**src/rtl/axi_resp_pkg.sv**
```systemverilog
// Response codes shared by the write- and read-response subordinates of the tiny AXI bus.
package axi_resp_pkg;
  localparam logic [1:0] BRESP_OKAY   = 2'b00;
  localparam logic [1:0] BRESP_SLVERR = 2'b10;

  function automatic logic [1:0] resp_code(input logic err);
    return err ? BRESP_SLVERR : BRESP_OKAY;
  endfunction
endpackage

```
**src/rtl/wresp_chan_subo_q_if.sv**
```systemverilog
// Bundle of the request-tracking, write-completion and B-channel signals of wresp_chan_subo_q.
interface wresp_chan_subo_q_if #(
  parameter int ID_W = 4
);
  logic            bvalid;
  logic            bready;
  logic [ID_W-1:0] bid;
  logic [1:0]      bresp;
  logic            bcomp;
  logic            reqc_s_valid;
  logic [ID_W-1:0] reqc_s_id;
  logic            reqc_s_ready;
  logic            finish_swd;
  logic            finish_err;
  logic            proto_err;

  modport slave (
    input  bready, reqc_s_valid, reqc_s_id, finish_swd, finish_err,
    output bvalid, bid, bresp, bcomp, reqc_s_ready, proto_err
  );

  modport master (
    output bready, reqc_s_valid, reqc_s_id, finish_swd, finish_err,
    input  bvalid, bid, bresp, bcomp, reqc_s_ready, proto_err
  );
endinterface

```
**src/rtl/wresp_id_queue.sv**
```systemverilog
// In-order ID queue with three wrap-bit pointers: enqueue (wr), finish (done) and response pop (rd).
module wresp_id_queue #(
  parameter int ID_W  = 4,
  parameter int DEPTH = 4,
  localparam int AW   = $clog2(DEPTH)
) (
  input  logic            clk,
  input  logic            rst,
  input  logic            enq,
  input  logic [ID_W-1:0] enq_id,
  input  logic            finish,
  input  logic            finish_err,
  input  logic            deq,
  output logic [AW:0]     pend_cnt,
  output logic [AW:0]     resp_cnt,
  output logic [AW:0]     occ_cnt,
  output logic            full,
  output logic [ID_W-1:0] head_id,
  output logic            head_err
);
  localparam logic [AW:0] FULL_CNT = (AW+1)'(DEPTH);

  logic [ID_W-1:0] ids  [DEPTH];
  logic            errs [DEPTH];
  logic [AW:0]     wr_ptr, done_ptr, rd_ptr;
  logic            enq_ok, finish_ok, deq_ok;

  assign pend_cnt = wr_ptr - done_ptr;
  assign resp_cnt = done_ptr - rd_ptr;
  assign occ_cnt  = wr_ptr - rd_ptr;
  assign full     = (occ_cnt == FULL_CNT);

  // Enqueue and finish can never hit the same slot: that needs pend 0 (finish blocked) or full (enqueue blocked).
  assign enq_ok    = enq && !full;
  assign finish_ok = finish && (pend_cnt != '0);
  assign deq_ok    = deq && (resp_cnt != '0);

  assign head_id  = ids[rd_ptr[AW-1:0]];
  assign head_err = errs[rd_ptr[AW-1:0]];

  always_ff @(posedge clk or posedge rst) begin
    if (rst) begin
      wr_ptr   <= '0;
      done_ptr <= '0;
      rd_ptr   <= '0;
      for (int i = 0; i < DEPTH; i++) begin
        ids[i]  <= '0;
        errs[i] <= 1'b0;
      end
    end else begin
      if (enq_ok) begin
        ids[wr_ptr[AW-1:0]] <= enq_id;
        wr_ptr              <= wr_ptr + 1'b1;
      end
      if (finish_ok) begin
        errs[done_ptr[AW-1:0]] <= finish_err;
        done_ptr               <= done_ptr + 1'b1;
      end
      if (deq_ok) begin
        rd_ptr <= rd_ptr + 1'b1;
      end
    end
  end
endmodule

```
**src/rtl/wresp_chan_subo_q.sv**
```systemverilog
// Queued write-response subordinate: tracks up to DEPTH outstanding writes and answers on B in request order.
module wresp_chan_subo_q
  import axi_resp_pkg::*;
#(
  parameter int ID_W  = 4,
  parameter int DEPTH = 4,
  localparam int AW   = $clog2(DEPTH)
) (
  input  logic                   clk,
  input  logic                   rst,
  wresp_chan_subo_q_if.slave     bus
);
  logic [AW:0]     pend_cnt, resp_cnt, occ_cnt;
  logic            full;
  logic [ID_W-1:0] head_id;
  logic            head_err;
  logic            proto_err;

  wresp_id_queue #(
    .ID_W  (ID_W),
    .DEPTH (DEPTH)
  ) u_queue (
    .clk        (clk),
    .rst        (rst),
    .enq        (bus.reqc_s_valid),
    .enq_id     (bus.reqc_s_id),
    .finish     (bus.finish_swd),
    .finish_err (bus.finish_err),
    .deq        (bus.bready),
    .pend_cnt   (pend_cnt),
    .resp_cnt   (resp_cnt),
    .occ_cnt    (occ_cnt),
    .full       (full),
    .head_id    (head_id),
    .head_err   (head_err)
  );

  // All outputs decode registered queue state only; bready and reqc_s_valid never reach them combinationally.
  assign bus.bvalid       = (resp_cnt != '0);
  assign bus.bid          = head_id;
  assign bus.bresp        = resp_code(head_err);
  assign bus.bcomp        = (bus.bresp == BRESP_OKAY);
  assign bus.reqc_s_ready = !full;
  assign bus.proto_err    = proto_err;

  // Judged on the start-of-cycle pending count, so a same-cycle enqueue does not excuse a stray finish.
  always_ff @(posedge clk or posedge rst) begin
    if (rst) begin
      proto_err <= 1'b0;
    end else if (bus.finish_swd && (pend_cnt == '0)) begin
      proto_err <= 1'b1;
    end
  end

  logic unused_occ;
  assign unused_occ = ^occ_cnt;
endmodule

```
**src/flat_wrapper.sv**
```systemverilog
// flat-port wrapper written by rule: the top's interface ports become plain ports
module wresp_chan_subo_q_flat import axi_resp_pkg::*;
#(
  parameter int ID_W  = 4,
  parameter int DEPTH = 4,
  localparam int AW   = $clog2(DEPTH)
)
  (clk, rst, bus_bready, bus_reqc_s_valid, bus_reqc_s_id, bus_finish_swd, bus_finish_err, bus_bvalid, bus_bid, bus_bresp, bus_bcomp, bus_reqc_s_ready, bus_proto_err);
  wresp_chan_subo_q_if #(.ID_W(ID_W)) bus_i ();
  input  logic clk;
  input  logic rst;
  input wire logic [$bits(bus_i.bready)-1:0] bus_bready;
  input wire logic [$bits(bus_i.reqc_s_valid)-1:0] bus_reqc_s_valid;
  input wire logic [$bits(bus_i.reqc_s_id)-1:0] bus_reqc_s_id;
  input wire logic [$bits(bus_i.finish_swd)-1:0] bus_finish_swd;
  input wire logic [$bits(bus_i.finish_err)-1:0] bus_finish_err;
  output wire logic [$bits(bus_i.bvalid)-1:0] bus_bvalid;
  output wire logic [$bits(bus_i.bid)-1:0] bus_bid;
  output wire logic [$bits(bus_i.bresp)-1:0] bus_bresp;
  output wire logic [$bits(bus_i.bcomp)-1:0] bus_bcomp;
  output wire logic [$bits(bus_i.reqc_s_ready)-1:0] bus_reqc_s_ready;
  output wire logic [$bits(bus_i.proto_err)-1:0] bus_proto_err;
  assign bus_i.bready = bus_bready;
  assign bus_i.reqc_s_valid = bus_reqc_s_valid;
  assign bus_i.reqc_s_id = bus_reqc_s_id;
  assign bus_i.finish_swd = bus_finish_swd;
  assign bus_i.finish_err = bus_finish_err;
  assign bus_bvalid = bus_i.bvalid;
  assign bus_bid = bus_i.bid;
  assign bus_bresp = bus_i.bresp;
  assign bus_bcomp = bus_i.bcomp;
  assign bus_reqc_s_ready = bus_i.reqc_s_ready;
  assign bus_proto_err = bus_i.proto_err;
  wresp_chan_subo_q #(.ID_W(ID_W), .DEPTH(DEPTH)) u_core (.clk(clk), .rst(rst), .bus(bus_i));
endmodule
```
**config.mk**
```make
export PLATFORM = sky130hd
export DESIGN_NAME = wresp_chan_subo_q_flat
export DESIGN_NICKNAME = d
export VERILOG_FILES = /design/src/rtl/axi_resp_pkg.sv /design/src/rtl/wresp_chan_subo_q_if.sv /design/src/rtl/wresp_id_queue.sv /design/src/rtl/wresp_chan_subo_q.sv /design/src/flat_wrapper.sv
export SDC_FILE = /design/constraint.sdc
export NUM_CORES = 1
export LEC_CHECK = 0
export CORE_MARGIN = 5
export CORE_UTILIZATION = 56
export CTS_CLUSTER_DIAMETER = 40
export CTS_CLUSTER_SIZE = 10
export DETAILED_ROUTE_END_ITERATION = 16
export PLACE_DENSITY = 0.79
export SLEW_MARGIN = 20
export SYNTH_ARGS = -nofsm -noshare
export SYNTH_HDL_FRONTEND = slang
export SYNTH_HIERARCHICAL = 1
export SYNTH_SLANG_ARGS = --single-unit
```
**constraint.sdc**
```tcl
create_clock -name clk -period 2.99 [get_ports clk]
set_input_delay 0.299 -clock clk [delete_from_list [all_inputs] [get_ports clk]]
set_output_delay 0.299 -clock clk [all_outputs]
set_load 0.02 [all_outputs]
```
Figure 1. Where the registers sit.
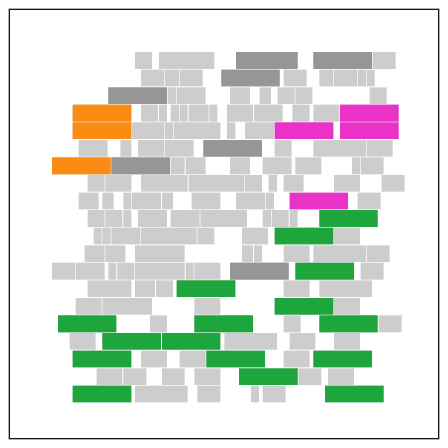
magenta -> u_core/u_queue/errs  # placed flops 4, where north-east
green -> u_core/u_queue/ids  # placed flops 16
orange -> u_core/u_queue/wr_ptr  # placed flops 3
Reg area: 752 um2
Post-Route Utilization: 68.2%
flop share of the area: 36.1%

Figure 2. Cells by drive strength.
Bar = 20 um.
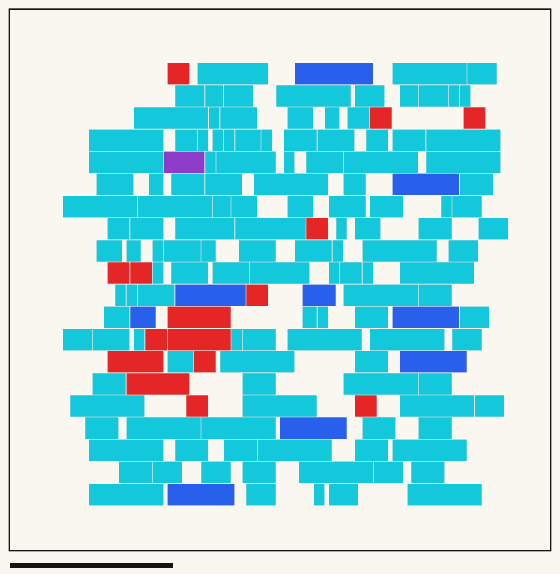
blue -> _2 cells  # cells 9, share 5.8%
red -> _3 and _4 cells  # cells 15, share 9.6%
cyan -> _0 and _1 cells  # cells 131, share 84%
purple -> _6 and larger  # cells 1, share 0.64%

==> deck_impl_summary.md <==
Implementation Results

Status
  • Run status: finished, final reports clean

STA
  • Clock skew: 0.00757 ns
  • Worst-Margin Slew: 0.502 ns
  • Final setup vio count: 0
  • Minimum clock period: 2.86 ns
  • Final Hold Fails: 0
  • Headroom to the max-slew limit: 66.5%
  • Final Max Slew Viols: 0
  • Total negative slack: 0 ns
  • Peak Freq: 349 MHz

Floorplanning
  • I/O pin count: 20
  • Init Core Util: 58.2%
  • Die width: 66.3 um
  • Die Y: 66.3 um
  • Row cnt: 20
  • Chip area: 4400 um2
  • Core area: 3050 um2

Setup path
  • Startpoint types: register
  • CP endpoint kind: output port
  • FF-to-FF setup slack: 0.57 ns
  • Worst Path Required: 2.69 ns
  • Critical path peak fanout: 5

Run
  • Max-cap check violation count: 0

Global route
  • Grt ovf: 0
  • First-pass GRT wire length: 5520 um
  • Vias in the first global route: 1168
  • Largest net degree at the start of global routing: 30

Finish
  • # diodes: 0
  • Net count, final: 182
  • Share of layout cells above drive strength 1: 16.0%
  • Filler cell count: 236

Clocking
  • Clock sink total: 30
  • TritonCTS clock tree: yes
  • Max H-tree Level: 2
  • Clock-pin slew on the worst setup and hold paths: 0.09 ns
  • CTS buffer count: 5

Min path
  • Worst min path class: input port to async pin

Route
  • Drt via density: 5.39
  • Drt drc: 0
  • Detailed-route wire length per cell: 15.7 um

Logic synthesis
  • YS warnings: 6
  • Gate Count Post-Synth: 131

Placed design
  • Post-DP HPWL: 2440 um
Figure 3. Clock wires, drivers and flops.
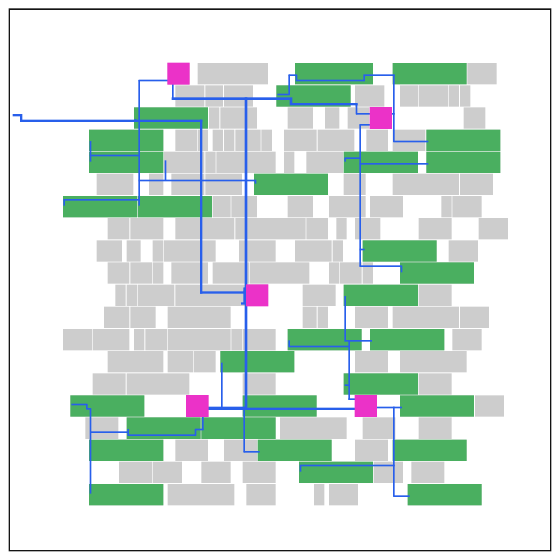
green -> flip-flops  # count 30
magenta -> clock drivers  # count 5
blue -> clock wires  # length 368 um
routed clock nets = 6
clk_lat worst skew: 0.32 ns

[cell usage in the layout, fill, tap and decap left out, drive strengths merged, types with 2 or more instances in the layout]
master         count
dfrtp             30
clkbuf             6
xor3               2
buf                6
o21ai              4
mux4               5
clkdlybuf4s50     17
mux2              24
xnor2              5
inv               12
nand2              8
o21bai             2
ha                12
fa                 3
or3                2
o211ai             7
[final cells by class]
type | instances | share of cell area [%]
clock buffer | 6 | 2.46
inverter | 12 | 2.16
multi-input combinational | 84 | 45.7
sequential | 30 | 36.1
tap | 44 | 2.64
timing repair buffer | 24 | 10.9
[flip-flops by register name, summed over array words and instances, names as in the netlist]
signal                   count
u_core/u_queue/done_ptr      3
u_core/u_queue/errs          4
u_core/u_queue/wr_ptr        3
u_core/u_queue/rd_ptr        3
u_core/u_queue/ids          16
u_core/bus.proto_err         1
[final timing paths]
| kind | startpoint | to | cells after the start |
|---|---|---|---|
| max reg2reg | u_core/u_queue/wr_ptr[0] | u_core/u_queue/ids[6] | 7 |
| min | rst | u_core/bus.proto_err | 2 |
| max in group asynchronous | rst | u_core/u_queue/done_ptr[0] | 3 |
| min in group clk | u_core/bus.proto_err | u_core/bus.proto_err | 1 |
| min reg2reg | u_core/bus.proto_err | u_core/bus.proto_err | 1 |
| max | u_core/u_queue/done_ptr[0] | bus_bvalid | 6 |
[critical path, stage by stage, from the launching register on]
cell and delay (ns):
dfrtp_2 0.43, inv_1 0.10, ha_1 0.22, fa_1 0.41, xor3_1 0.23, or3_1 0.31
clkdlybuf4s50_1 0.54
[stage by stage]
step / setup slack (ns) / std cells / util, % / cell area, um2
3_3_place_gp: 0.461 / 191 / 65.7 / 2010
3_5_place_dp: 0.393 / 191 / 65.7 / 2010
5_1_grt: 0.000757 / 200 / 68.2 / 2080
4_1_cts: 0.0191 / 197 / 67.4 / 2060
6_report: 0.127 / 200 / 68.2 / 2080
2_1_floorplan: 0.810 / 131 / - / 1780
[layer usage]
layer / share of wire [%] / vias to the layer above / global-route usage [%]
met1: 43 / 546 / 20.7
met4: 1.9 / 0 / 6.85
met2: 51 / 14 / 28.5
met5: 0 / - / 0
li1: - / 513 / -
met3: 3.8 / 5 / 5.78
[repair_timing]
action | 4_1_cts | 5_1_grt
setup endpoints to repair | 0 | 2
buffers inserted | 0 | 3
hold buffers | 0 | 0
gates resized | 0 | 2
